**src/rtl/aes_word_loader_if.sv**
```systemverilog
// Word-stream bundle for aes_word_loader: 32-bit input words in, 32-bit ciphertext words out.
interface aes_word_loader_if;
   logic [31:0] in_data;
   logic        in_valid;
   logic        in_ready;
   logic        in_keep_key;
   logic [31:0] out_data;
   logic        out_valid;
   logic        out_ready;

   modport master (
      output in_data, in_valid, in_keep_key, out_ready,
      input  in_ready, out_data, out_valid
   );

   modport slave (
      input  in_data, in_valid, in_keep_key, out_ready,
      output in_ready, out_data, out_valid
   );
endinterface

```
**src/rtl/aes_word_loader.sv**
```systemverilog
// Loads key + plaintext words, pulses the AES core, drains ciphertext words; watchdog aborts a hung core.
// Skipping the key load on in_keep_key is built only with AES_KEY_REUSE_EN defined.
module aes_word_loader #(
   parameter int TIMEOUT_CYCLES = 64
) (
   input  logic              clk,
   input  logic              rstn,
   aes_word_loader_if.slave  words,
   output logic              aes_start,
   output logic [127:0]      aes_plain_text,
   output logic [127:0]      aes_cipher_key,
   input  logic              aes_done,
   input  logic [127:0]      aes_cipher_text,
   output logic              busy,
   output logic              err_timeout
);
   localparam int WD_W = $clog2(TIMEOUT_CYCLES);

   typedef enum logic [2:0] {LOAD_KEY, LOAD_PT, START, WAIT, DRAIN} state_t;

   state_t          state, state_nxt;
   logic [1:0]      cnt, cnt_nxt;
   logic [WD_W-1:0] wd_cnt;
   logic [127:0]    ct_sr;
   logic            key_valid;
   logic            in_ready_q, out_valid_q;
   logic            in_xfer, reuse_hit;
   logic            key_shift, pt_shift, key_done, timeout_hit;

   assign in_xfer = words.in_valid && in_ready_q;

`ifdef AES_KEY_REUSE_EN
   assign reuse_hit = in_xfer && (state == LOAD_KEY) && (cnt == 2'd0) && words.in_keep_key && key_valid;
`else
   assign reuse_hit = 1'b0;
   logic unused_keep;
   assign unused_keep = words.in_keep_key;
`endif

   always_ff @(posedge clk) begin
      if (!rstn) begin
         state <= LOAD_KEY;
         cnt   <= 2'd0;
      end else begin
         state <= state_nxt;
         cnt   <= cnt_nxt;
      end
   end

   // The 2-bit counter wraps to 0 on the 4th word, which doubles as the clear on state change.
   always_comb begin
      state_nxt   = state;
      cnt_nxt     = cnt;
      key_shift   = 1'b0;
      pt_shift    = 1'b0;
      key_done    = 1'b0;
      timeout_hit = 1'b0;
      unique case (state)
         LOAD_KEY: begin
            if (reuse_hit) begin
               pt_shift  = 1'b1;
               cnt_nxt   = 2'd1;
               state_nxt = LOAD_PT;
            end else if (in_xfer) begin
               key_shift = 1'b1;
               cnt_nxt   = cnt + 2'd1;
               if (cnt == 2'd3) begin
                  key_done  = 1'b1;
                  state_nxt = LOAD_PT;
               end
            end
         end
         LOAD_PT: begin
            if (in_xfer) begin
               pt_shift = 1'b1;
               cnt_nxt  = cnt + 2'd1;
               if (cnt == 2'd3) state_nxt = START;
            end
         end
         START: state_nxt = WAIT;
         WAIT: begin
            if (aes_done) begin
               state_nxt = DRAIN;
            end else if (wd_cnt == WD_W'(TIMEOUT_CYCLES - 1)) begin
               timeout_hit = 1'b1;
               state_nxt   = LOAD_KEY;
            end
         end
         DRAIN: begin
            if (words.out_ready) begin
               cnt_nxt = cnt + 2'd1;
               if (cnt == 2'd3) state_nxt = LOAD_KEY;
            end
         end
         default: state_nxt = LOAD_KEY;
      endcase
   end

   // Handshake and status outputs are registered decodes of the next state so they read 0 in reset.
   always_ff @(posedge clk) begin
      if (!rstn) begin
         aes_cipher_key <= '0;
         aes_plain_text <= '0;
         ct_sr          <= '0;
         wd_cnt         <= '0;
         key_valid      <= 1'b0;
         in_ready_q     <= 1'b0;
         out_valid_q    <= 1'b0;
         aes_start      <= 1'b0;
         busy           <= 1'b0;
         err_timeout    <= 1'b0;
      end else begin
         if (key_shift) aes_cipher_key <= {aes_cipher_key[95:0], words.in_data};
         if (pt_shift)  aes_plain_text <= {aes_plain_text[95:0], words.in_data};

         if (state == START)     wd_cnt <= '0;
         else if (state == WAIT) wd_cnt <= wd_cnt + 1'b1;

         if (state == WAIT && aes_done)               ct_sr <= aes_cipher_text;
         else if (state == DRAIN && words.out_ready)  ct_sr <= {ct_sr[95:0], 32'h0};

         if (timeout_hit)   key_valid <= 1'b0;
         else if (key_done) key_valid <= 1'b1;

         in_ready_q  <= (state_nxt == LOAD_KEY) || (state_nxt == LOAD_PT);
         out_valid_q <= (state_nxt == DRAIN);
         aes_start   <= (state_nxt == START);
         busy        <= (state_nxt == START) || (state_nxt == WAIT);
         err_timeout <= timeout_hit;
      end
   end

   assign words.in_ready  = in_ready_q;
   assign words.out_valid = out_valid_q;
   assign words.out_data  = ct_sr[127:96];
endmodule

```
**src/flat_wrapper.sv**
```systemverilog
// flat-port wrapper written by rule: the top's interface ports become plain ports
module aes_word_loader_flat 
#(
   parameter int TIMEOUT_CYCLES = 64
)
  (clk, rstn, aes_start, aes_plain_text, aes_cipher_key, aes_done, aes_cipher_text, busy, err_timeout, words_in_data, words_in_valid, words_in_keep_key, words_out_ready, words_in_ready, words_out_data, words_out_valid);
  aes_word_loader_if words_i ();
  input  logic clk;
  input  logic rstn;
  output logic aes_start;
  output logic [127:0] aes_plain_text;
  output logic [127:0] aes_cipher_key;
  input  logic aes_done;
  input  logic [127:0] aes_cipher_text;
  output logic busy;
  output logic err_timeout;
  input wire logic [$bits(words_i.in_data)-1:0] words_in_data;
  input wire logic [$bits(words_i.in_valid)-1:0] words_in_valid;
  input wire logic [$bits(words_i.in_keep_key)-1:0] words_in_keep_key;
  input wire logic [$bits(words_i.out_ready)-1:0] words_out_ready;
  output wire logic [$bits(words_i.in_ready)-1:0] words_in_ready;
  output wire logic [$bits(words_i.out_data)-1:0] words_out_data;
  output wire logic [$bits(words_i.out_valid)-1:0] words_out_valid;
  assign words_i.in_data = words_in_data;
  assign words_i.in_valid = words_in_valid;
  assign words_i.in_keep_key = words_in_keep_key;
  assign words_i.out_ready = words_out_ready;
  assign words_in_ready = words_i.in_ready;
  assign words_out_data = words_i.out_data;
  assign words_out_valid = words_i.out_valid;
  aes_word_loader #(.TIMEOUT_CYCLES(TIMEOUT_CYCLES)) u_core (.clk(clk), .rstn(rstn), .words(words_i), .aes_start(aes_start), .aes_plain_text(aes_plain_text), .aes_cipher_key(aes_cipher_key), .aes_done(aes_done), .aes_cipher_text(aes_cipher_text), .busy(busy), .err_timeout(err_timeout));
endmodule
```
**config.mk**
```make
export PLATFORM = sky130hd
export DESIGN_NAME = aes_word_loader_flat
export DESIGN_NICKNAME = d
export VERILOG_FILES = /design/src/rtl/aes_word_loader_if.sv /design/src/rtl/aes_word_loader.sv /design/src/flat_wrapper.sv
export SDC_FILE = /design/constraint.sdc
export NUM_CORES = 1
export LEC_CHECK = 0
export ABC_AREA = 1
export CAP_MARGIN = 5
export CELL_PAD_IN_SITES_DETAIL_PLACEMENT = 2
export CELL_PAD_IN_SITES_GLOBAL_PLACEMENT = 2
export CORE_UTILIZATION = 29
export CTS_BUF_LIST = sky130_fd_sc_hd__clkbuf_4 sky130_fd_sc_hd__clkbuf_8
export DETAILED_ROUTE_END_ITERATION = 8
export PLACE_DENSITY_LB_ADDON = 0.1
export SETUP_SLACK_MARGIN = 0.3
export SLEW_MARGIN = 20
export SYNTH_ARGS = -nofsm -noshare
export SYNTH_HDL_FRONTEND = slang
export SYNTH_SLANG_ARGS = --single-unit
```
**constraint.sdc**
```tcl
create_clock -name clk -period 3.12 [get_ports clk]
set_input_delay 0.624 -clock clk [delete_from_list [all_inputs] [get_ports clk]]
set_output_delay 0.624 -clock clk [all_outputs]
set_load 0.02 [all_outputs]
```
**Logic cells by family**

The bar under the picture is 50 microns long.
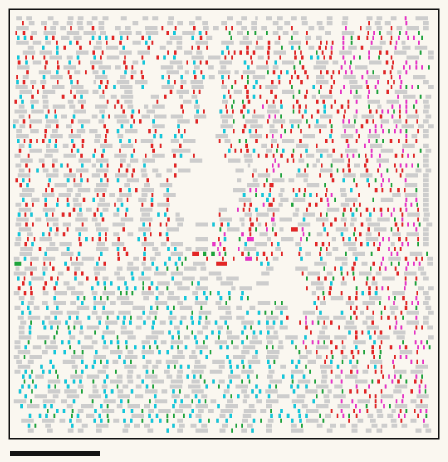
Key: inverters = green [cells 270, where widely spread]; NAND gates = red [cells 673, where widely spread]; inverting AOI/OAI gates = cyan [cells 462]; NOR gates = magenta [cells 207]
logic share of the area: 27.0%
dominant logic cell type in the layout: clkdlybuf4s50_1
Final Non-Filler Cells: 3331

**Close-up of the layout**

The bar under the picture is 10 microns long. Region (106, 59) to (131, 84) microns. Cells in grey, sequential cells in the stronger grey; small squares are vias.
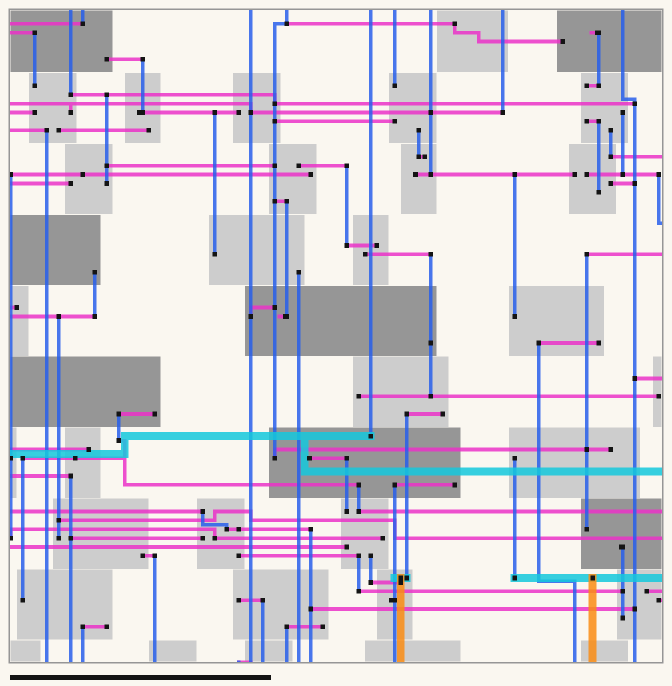
Key: met3 = cyan; met2 = blue; met1 = magenta; met4 = orange
Most frequent: a21oi_1 (6), inv_1 (6), clkdlybuf4s50_1 (6). 29 logic cells have their middle in the window. Sequential cells in the window: 5. Netlist names of flops here include u_core.aes_cipher_key (5).

cells in the final DEF (no fill, tap or decap), types with 3 or more instances in the layout:
cell / n
a21oi_1: 332
buf_12: 11
buf_4: 17
clkbuf_4: 27
clkbuf_8: 90
clkdlybuf4s50_1: 455
clkinv_2: 3
clkinvlp_4: 3
dfxtp_1: 400
diode_2: 8
inv_1: 265
nand2_1: 405
nand3_1: 262
nor2_1: 202
o21ai_0: 130
per-stage QoR:
stage                     power (uW)  util [%]  hold slack (ns)
after floorplan                 5800         -            0.429
after detailed placement        6420      38.5            0.439
after global placement          6400      38.5            0.433
after global routing           12000      41.3            0.477
after CTS                      11800      41.3            0.448
final                          11600      41.3            0.449
state kept, by name, indices dropped and copies added (netlist names):
signal / flops
u_core.aes_cipher_key: 128
u_core.err_timeout: 1
u_core.aes_plain_text: 128
u_core.aes_start: 1
u_core.words.in_ready: 1
u_core.ct_sr: 128
u_core.words.out_valid: 1
u_core.busy: 1
u_core.wd_cnt: 6
u_core.cnt: 2
u_core.state: 3
kinds of logic (layout without fill, tap and decap cells):
group / Yosys count / count (layout)
AND/OR/NAND/NOR: 882 / 882
buffers and inverters: 467 / 879
AND-OR/OR-AND: 462 / 462
flip-flops: 400 / 400
adder cells (fa/ha/maj): 2 / 2
XOR/XNOR: 2 / 2
other: 0 / 8
cell usage after synthesis:
| cell | count | area, sq um |
|---|---|---|
| buf_1 | 6 | 22.5 |
| nand3b_1 | 2 | 15.0 |
| nor2_1 | 203 | 762 |
| inv_2 | 2 | 7.51 |
| clkbuf_1 | 102 | 383 |
| o21ai_0 | 130 | 651 |
| nand2_1 | 407 | 1530 |
| nand4_1 | 1 | 6.26 |
| buf_2 | 39 | 195 |
| inv_1 | 268 | 1010 |
| nor2_2 | 1 | 6.26 |
| nor4_1 | 2 | 12.5 |
| ha_1 | 2 | 25.0 |
| dfxtp_1 | 400 | 8010 |
| buf_6 | 5 | 56.3 |
| nand3_1 | 263 | 1320 |
| a21oi_1 | 332 | 1660 |
| buf_4 | 45 | 338 |
| nor3_1 | 1 | 5.00 |
| or2_2 | 2 | 12.5 |
| xor2_1 | 2 | 17.5 |
area by class of cell:
class / count / area (sq um) / area share (%)
diodes: 8 / 20.0 / 0.0893
clock buffers: 117 / 1440 / 6.43
clock inverters: 8 / 80.1 / 0.357
inverters: 270 / 1030 / 4.58
multi-input cells: 1348 / 6060 / 27.0
flip-flops and latches: 400 / 8010 / 35.7
well taps: 696 / 871 / 3.89
repair buffers: 484 / 4910 / 21.9
layer usage:
metal | global-route usage (%) | vias to the layer above | routed length, microns
li1 | - | 7734 | -
met1 | 24.8 | 7655 | 25500
met2 | 40.7 | 315 | 33000
met3 | 8.28 | 121 | 4750
met4 | 7.14 | 10 | 1660
met5 | 0 | - | 65
worst paths after layout:
kind	cells past startpoint	endpoint	startpoint	slack, ns
max	1	aes_cipher_key[47]	u_core.aes_cipher_key[47]	0.71
min	2	u_core.aes_cipher_key[99]	u_core.aes_cipher_key[99]	0.45
max reg2reg	6	u_core.ct_sr[108]	u_core.state[0]	1.04
min reg2reg	2	u_core.aes_cipher_key[99]	u_core.aes_cipher_key[99]	0.45
==> flow_metrics.tcl <==
# implementation run metrics
set metrics [dict create \
    status "completed" \
    finalCriticalPeriod_ns 2.41 \
    drv_slew 0 \
    crit_path_end_kind "output port" \
    hold_violations 0 \
    cts.hold.buffers_added 0 \
    yosys_warnings 0 \
    cts_made_buffers 75 \
    slowest_stage "clkdlybuf4s50_1" \
    hold_class "flop to flop" \
    ant_nets 0 \
    drtIter0Drc 597 \
    fin_setup_tns_ns 0 \
    clk_pin_slew_ns 0.06 \
    crit_arrival_ns 1.79 \
    overflow 0 \
    max_freq_ghz 0.414 \
    grt_setup_unrepaired "no" \
    fin_nets 2747 \
    die_h_microns 237 \
    wl_per_cell_microns 19.5 \
    power.internal_uw 8670 \
    p_clk_share_pct 45.6 \
    netlist_instances 2215 \
    comb-power_uw 978 \
    slew_headroom_pct 44.7 \
    insertion_delay_ns 0.66 \
    ys_sh_simple_pct 22.8 \
    place_ws_ns 0.541 \
    cts_tree "done" \
    synth_seq_share_pct 49.9 \
]
Power and IR drop assume default switching activity.
